### src/rtl/act_unit_vec_if.sv
// Stream bundle for act_unit_vec: mode/data input handshake and
// activated-data output handshake.
interface act_unit_vec_if #(
  parameter int LANES = 4,
  parameter int W     = 8
);
  logic [2:0]         act_type;
  logic               in_valid;
  logic               in_ready;
  logic [LANES*W-1:0] in_data;
  logic               out_valid;
  logic               out_ready;
  logic [LANES*W-1:0] out_data;

  modport master (
    output act_type, in_valid, in_data, out_ready,
    input  in_ready, out_valid, out_data
  );

  modport slave (
    input  act_type, in_valid, in_data, out_ready,
    output in_ready, out_valid, out_data
  );
endinterface

### src/rtl/act_unit_vec.sv
// Multi-lane saturating activation unit: 2-stage valid/ready pipeline
// with per-beat mode and a saturated-lane counter.
module act_unit_vec #(
  parameter int LANES       = 4,
  parameter int DATA_WIDTH  = 8,
  parameter int FRAC_BITS   = 0,
  parameter int LEAKY_SHIFT = 3,
  parameter int CNT_WIDTH   = 16
) (
  input  logic                 clk,
  input  logic                 rst_n,
  act_unit_vec_if.slave        s,
  input  logic                 clr_stats,
  output logic [CNT_WIDTH-1:0] sat_count
);
  localparam int W       = DATA_WIDTH;
  localparam int MAXV    = (1 << (W-1)) - 1;
  localparam int HALF    = 1 << (W-2);
  localparam int SIX_RAW = 6 << FRAC_BITS;
  localparam int SIXV    = (SIX_RAW < MAXV) ? SIX_RAW : MAXV;

  localparam logic signed [W-1:0] MAXV_S  = W'(MAXV);
  localparam logic signed [W-1:0] NMAXV_S = W'(-MAXV);
  localparam logic signed [W-1:0] HALF_S  = W'(HALF);
  localparam logic signed [W-1:0] NHALF_S = W'(-HALF);
  localparam logic signed [W-1:0] SIX_S   = W'(SIXV);
  localparam logic signed [W-1:0] ZERO_S  = '0;
  localparam logic signed [W:0]   MAXV_X  = (W+1)'(MAXV);
  localparam logic signed [W:0]   NMAXV_X = (W+1)'(-MAXV);

  // Returns {sat, y}; every clamp happens before any narrowing.
  function automatic logic [W:0] act_f(
    input logic signed [W-1:0] x,
    input logic [2:0]          t
  );
    logic signed [W-1:0] y;
    logic signed [W:0]   x2;
    logic                sat;
    y   = x;
    sat = 1'b0;
    x2  = {x, 1'b0};
    case (t)
      3'd1: if (x < ZERO_S) y = ZERO_S;
      3'd2: begin
        if (x < ZERO_S) y = ZERO_S;
        else if (x > SIX_S) begin
          y   = SIX_S;
          sat = 1'b1;
        end
      end
      3'd3: begin
        if (x < NHALF_S) begin
          y   = ZERO_S;
          sat = 1'b1;
        end else if (x > HALF_S) begin
          y   = MAXV_S;
          sat = 1'b1;
        end else y = HALF_S + (x >>> 1);
      end
      3'd4: begin
        if (x < NHALF_S) begin
          y   = NMAXV_S;
          sat = 1'b1;
        end else if (x > HALF_S) begin
          y   = MAXV_S;
          sat = 1'b1;
        end else if (x2 > MAXV_X) begin
          y   = MAXV_S;
          sat = 1'b1;
        end else if (x2 < NMAXV_X) begin
          y   = NMAXV_S;
          sat = 1'b1;
        end else y = x2[W-1:0];
      end
      3'd5: if (x < ZERO_S) y = x >>> LEAKY_SHIFT;
      3'd6: if (x > ZERO_S) y = ZERO_S;
      default: y = x;
    endcase
    return {sat, y};
  endfunction

  logic                 s1_valid_q, s1_valid_d;
  logic [LANES*W-1:0]   s1_data_q, s1_data_d;
  logic [2:0]           s1_type_q, s1_type_d;
  logic                 out_valid_q, out_valid_d;
  logic [LANES*W-1:0]   out_data_q, out_data_d;
  logic [LANES-1:0]     sat_q, sat_d;
  logic [CNT_WIDTH-1:0] cnt_q, cnt_d;
  logic [CNT_WIDTH:0]   sum;
  logic [LANES*W-1:0]   f_data;
  logic [LANES-1:0]     f_sat;
  logic                 s2_can, in_fire, adv, out_fire;

  for (genvar g = 0; g < LANES; g++) begin : g_lane
    logic [W:0] r;
    assign r                = act_f(s1_data_q[g*W +: W], s1_type_q);
    assign f_data[g*W +: W] = r[W-1:0];
    assign f_sat[g]         = r[W];
  end

  assign s2_can     = !out_valid_q || s.out_ready;
  assign s.in_ready = !s1_valid_q || s2_can;
  assign in_fire    = s.in_valid && s.in_ready;
  assign adv        = s1_valid_q && s2_can;
  assign out_fire   = out_valid_q && s.out_ready;

  always_comb begin
    s1_valid_d  = s1_valid_q;
    s1_data_d   = s1_data_q;
    s1_type_d   = s1_type_q;
    out_valid_d = out_valid_q;
    out_data_d  = out_data_q;
    sat_d       = sat_q;
    if (in_fire) begin
      s1_valid_d = 1'b1;
      s1_data_d  = s.in_data;
      s1_type_d  = s.act_type;
    end else if (adv) begin
      s1_valid_d = 1'b0;
    end
    if (adv) begin
      out_valid_d = 1'b1;
      out_data_d  = f_data;
      sat_d       = f_sat;
    end else if (s.out_ready) begin
      out_valid_d = 1'b0;
    end
  end

  // One extra bit catches the carry so the counter sticks at all-ones.
  always_comb begin
    sum = {1'b0, cnt_q};
    for (int i = 0; i < LANES; i++)
      sum = sum + (CNT_WIDTH+1)'(sat_q[i]);
    cnt_d = cnt_q;
    if (clr_stats) cnt_d = '0;
    else if (out_fire)
      cnt_d = sum[CNT_WIDTH] ? '1 : sum[CNT_WIDTH-1:0];
  end

  always_ff @(posedge clk) begin
    if (!rst_n) begin
      s1_valid_q  <= 1'b0;
      s1_data_q   <= '0;
      s1_type_q   <= '0;
      out_valid_q <= 1'b0;
      out_data_q  <= '0;
      sat_q       <= '0;
      cnt_q       <= '0;
    end else begin
      s1_valid_q  <= s1_valid_d;
      s1_data_q   <= s1_data_d;
      s1_type_q   <= s1_type_d;
      out_valid_q <= out_valid_d;
      out_data_q  <= out_data_d;
      sat_q       <= sat_d;
      cnt_q       <= cnt_d;
    end
  end

  assign s.out_valid = out_valid_q;
  assign s.out_data  = out_data_q;
  assign sat_count   = cnt_q;
endmodule

### src/flat_wrapper.sv
// flat-port wrapper written by rule: the top's interface ports become plain ports
module act_unit_vec_flat 
#(
  parameter int LANES       = 4,
  parameter int DATA_WIDTH  = 8,
  parameter int FRAC_BITS   = 0,
  parameter int LEAKY_SHIFT = 3,
  parameter int CNT_WIDTH   = 16
)
  (clk, rst_n, clr_stats, sat_count, s_act_type, s_in_valid, s_in_data, s_out_ready, s_in_ready, s_out_valid, s_out_data);
  act_unit_vec_if #(.LANES(LANES), .W((8))) s_i ();
  input  logic clk;
  input  logic rst_n;
  input  logic clr_stats;
  output logic [CNT_WIDTH-1:0] sat_count;
  input wire logic [$bits(s_i.act_type)-1:0] s_act_type;
  input wire logic [$bits(s_i.in_valid)-1:0] s_in_valid;
  input wire logic [$bits(s_i.in_data)-1:0] s_in_data;
  input wire logic [$bits(s_i.out_ready)-1:0] s_out_ready;
  output wire logic [$bits(s_i.in_ready)-1:0] s_in_ready;
  output wire logic [$bits(s_i.out_valid)-1:0] s_out_valid;
  output wire logic [$bits(s_i.out_data)-1:0] s_out_data;
  assign s_i.act_type = s_act_type;
  assign s_i.in_valid = s_in_valid;
  assign s_i.in_data = s_in_data;
  assign s_i.out_ready = s_out_ready;
  assign s_in_ready = s_i.in_ready;
  assign s_out_valid = s_i.out_valid;
  assign s_out_data = s_i.out_data;
  act_unit_vec #(.LANES(LANES), .DATA_WIDTH(DATA_WIDTH), .FRAC_BITS(FRAC_BITS), .LEAKY_SHIFT(LEAKY_SHIFT), .CNT_WIDTH(CNT_WIDTH)) u_core (.clk(clk), .rst_n(rst_n), .s(s_i), .clr_stats(clr_stats), .sat_count(sat_count));
endmodule
### config.mk
export PLATFORM = sky130hd
export DESIGN_NAME = act_unit_vec_flat
export DESIGN_NICKNAME = d
export VERILOG_FILES = /design/src/rtl/act_unit_vec_if.sv /design/src/rtl/act_unit_vec.sv /design/src/flat_wrapper.sv
export SDC_FILE = /design/constraint.sdc
export NUM_CORES = 1
export LEC_CHECK = 0
export CAP_MARGIN = 20
export CORE_UTILIZATION = 50
export CTS_CLUSTER_SIZE = 20
export DETAILED_ROUTE_END_ITERATION = 10
export DONT_BUFFER_PORTS = 1
export PLACE_DENSITY = 0.72
export SETUP_SLACK_MARGIN = 0.15
export SYNTH_ARGS = -nofsm -noshare
export SYNTH_HDL_FRONTEND = slang
export SYNTH_SLANG_ARGS = --single-unit
### constraint.sdc
create_clock -name clk -period 3.5 [get_ports clk]
set_clock_uncertainty 0.1 [all_clocks]
set_input_delay 0.7 -clock clk [delete_from_list [all_inputs] [get_ports clk]]
set_output_delay 0.7 -clock clk [all_outputs]
set_load 0.05 [all_outputs]
Fig. 1: wiring heat map
The die is cut into 21 by 21 equal tiles; black is low, pale yellow is high, scaled to the fullest tile. Values are wire area over tile area, all layers added.
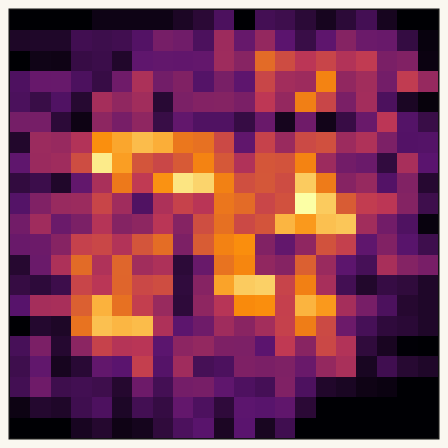
nearly empty tiles: 6.8%
mean over tiles: 0.23
emptiest ninth of the die: lower right

Fig. 2: where the registers sit
Other sequential cells in the stronger grey, the rest of the logic in the fainter grey.
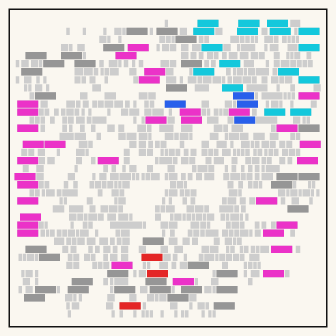
legend:
  blue:
    netlist_name: `u_core.sat_q`
    flops: 4
  red:
    netlist_name: `u_core.s1_type_q`
    flops: 3
  magenta:
    netlist_name: `u_core.s.out_data`
    flops: 32
  cyan:
    netlist_name: `u_core.sat_count`
    flops: 16
    where: upper right
not coloured: 34

==> flow_summary_export.csv <==
group,metric,value,unit
layout,ff_latch_area,0.00178,mm²
status,outcome,"finished, final reports clean",
layout,nNetsFinal,742,
power_and_ir_drop,seqPwrFrac,53.2,%
grt,grt_pass1_wl,25200,µm
critical_path,rr_startpoint,"u_core.sat_q[0]",
power_and_ir_drop,p_switching,768,µW
power_and_ir_drop,pwr-share-comb,15.6,%
clock_tree,numCtsBuffers,9,
route,top_layer,"met4",
layout,drive_gt1_share,6.12,%
clock_tree,clkSinkCount,89,
final_timing,fin_ws,404,ps
die,rows,37,
grt,grt_pass1_vias,4926,
layout,comb_share,59.4,%
yosys,ys_seq_share,32.6,%
power_and_ir_drop,p_sw_share,33.3,%
critical_path,worst-setup-path-type,"reg -> reg",
power_and_ir_drop,maxPowerGroup,"registers",
final_timing,hold_violations,0,
critical_path,slowest_delay,640,ps
power_and_ir_drop,intPower,1.53,mW
critical_path,cp_max_fo,3,
final_timing,setup_viol,0,
clock_tree,root_buffer,"clkbuf_8",
layout,lay_top_cells,"nand2_1 (116), dfxtp_1 (89), a21oi_1 (58), o21ai_0 (47), nor2_1 (42)",
yosys,ys_cells,734,
layout,design_area,0.00570,mm²
final_timing,drv_slew,0,
grt,grt_busiest_layer,"met2",
yosys,ys.flop_type,"dfxtp_1",
die,die_w,106,µm
layout,layout_top_cell_excl_fill_tap,"nand2_1",
critical_path,crit_path_end,"u_core.sat_count[15]",
final_timing,fin_crit_sh,88.5,%
final_timing,fmax,323,MHz
layout,seq_cells,89,
power_and_ir_drop,total_power,2.30,mW
layout,sh_seq_area,31.3,%
yosys,yosysWarnings,0,
grt,antenna_found_initial,0,
placed_design,numPlacedInstances,823,
worst_hold_path,min_path_type,"in -> reg",
yosys,synth-edff-count,0,
layout,fillers,1055,
route,vias,5400,
grt,grt_overflow,0,
die,dieArea,0.0113,mm²
yosys,ys_types,74,
[critical path: cells and delay by family (launching register included)]
family	cells	cell delay (ps)
compound gates	1	640
flops	1	340
fa+ha+maj	2	930
buf+inv	1	50
simple gates	4	910
[repair_timing]
item | 4_1_cts | 5_1_grt
endpoints found under the setup margin | 0 | 1
setup buffers | 0 | 0
gates resized | 0 | 1
[Yosys cell counts, drive strengths merged, types with 3 or more instances]
cell	count	area, µm²
a211oi	6	45.0
nor2b	21	131
nor3	18	90.1
xor2	7	61.3
o21ai	63	315
nand2	116	435
or3	8	50.1
fa	3	60.1
o21bai	3	22.5
and2	5	31.3
nand2b	16	100
o22ai	3	18.8
a211o	4	35.0
a2111oi	8	76.3
clkbuf	53	200
nand3	23	115
a41oi	5	43.8
nand4	5	31.3
o2111ai	3	26.3
a21o	5	37.5
o21a	6	45.0
xnor2	4	35.0
and3	7	43.8
o2bb2ai	4	35.0
o31ai	10	75.1
a21oi	58	290
nor2	42	158
inv	12	45.0
a21boi	35	263
buf	10	46.3
a22oi	5	37.5
o211ai	7	52.6
a311oi	4	35.0
mux2	5	56.3
dfxtp	89	1780
o221a	4	45.0
a31oi	12	75.1
a221oi	4	35.0
[flip-flops by register name, indices dropped and copies added (netlist names)]
signal              count
u_core.s1_type_q        3
u_core.sat_count       16
u_core.s1_data_q       32
u_core.s.out_valid      1
u_core.s.out_data      32
u_core.sat_q            4
u_core.s1_valid_q       1
[kinds of logic after synthesis]
family,Yosys count,share of synthesized area [%]
flip-flops,89,32.6
AND/OR/NAND/NOR,276,24.2
adder cells (fa/ha/maj),6,1.70
XOR/XNOR,11,1.76
buffers and inverters,76,5.41
multiplexers,7,1.40
AND-OR/OR-AND,269,32.9
No activity file was given, so power comes from the tool's default toggle rates.
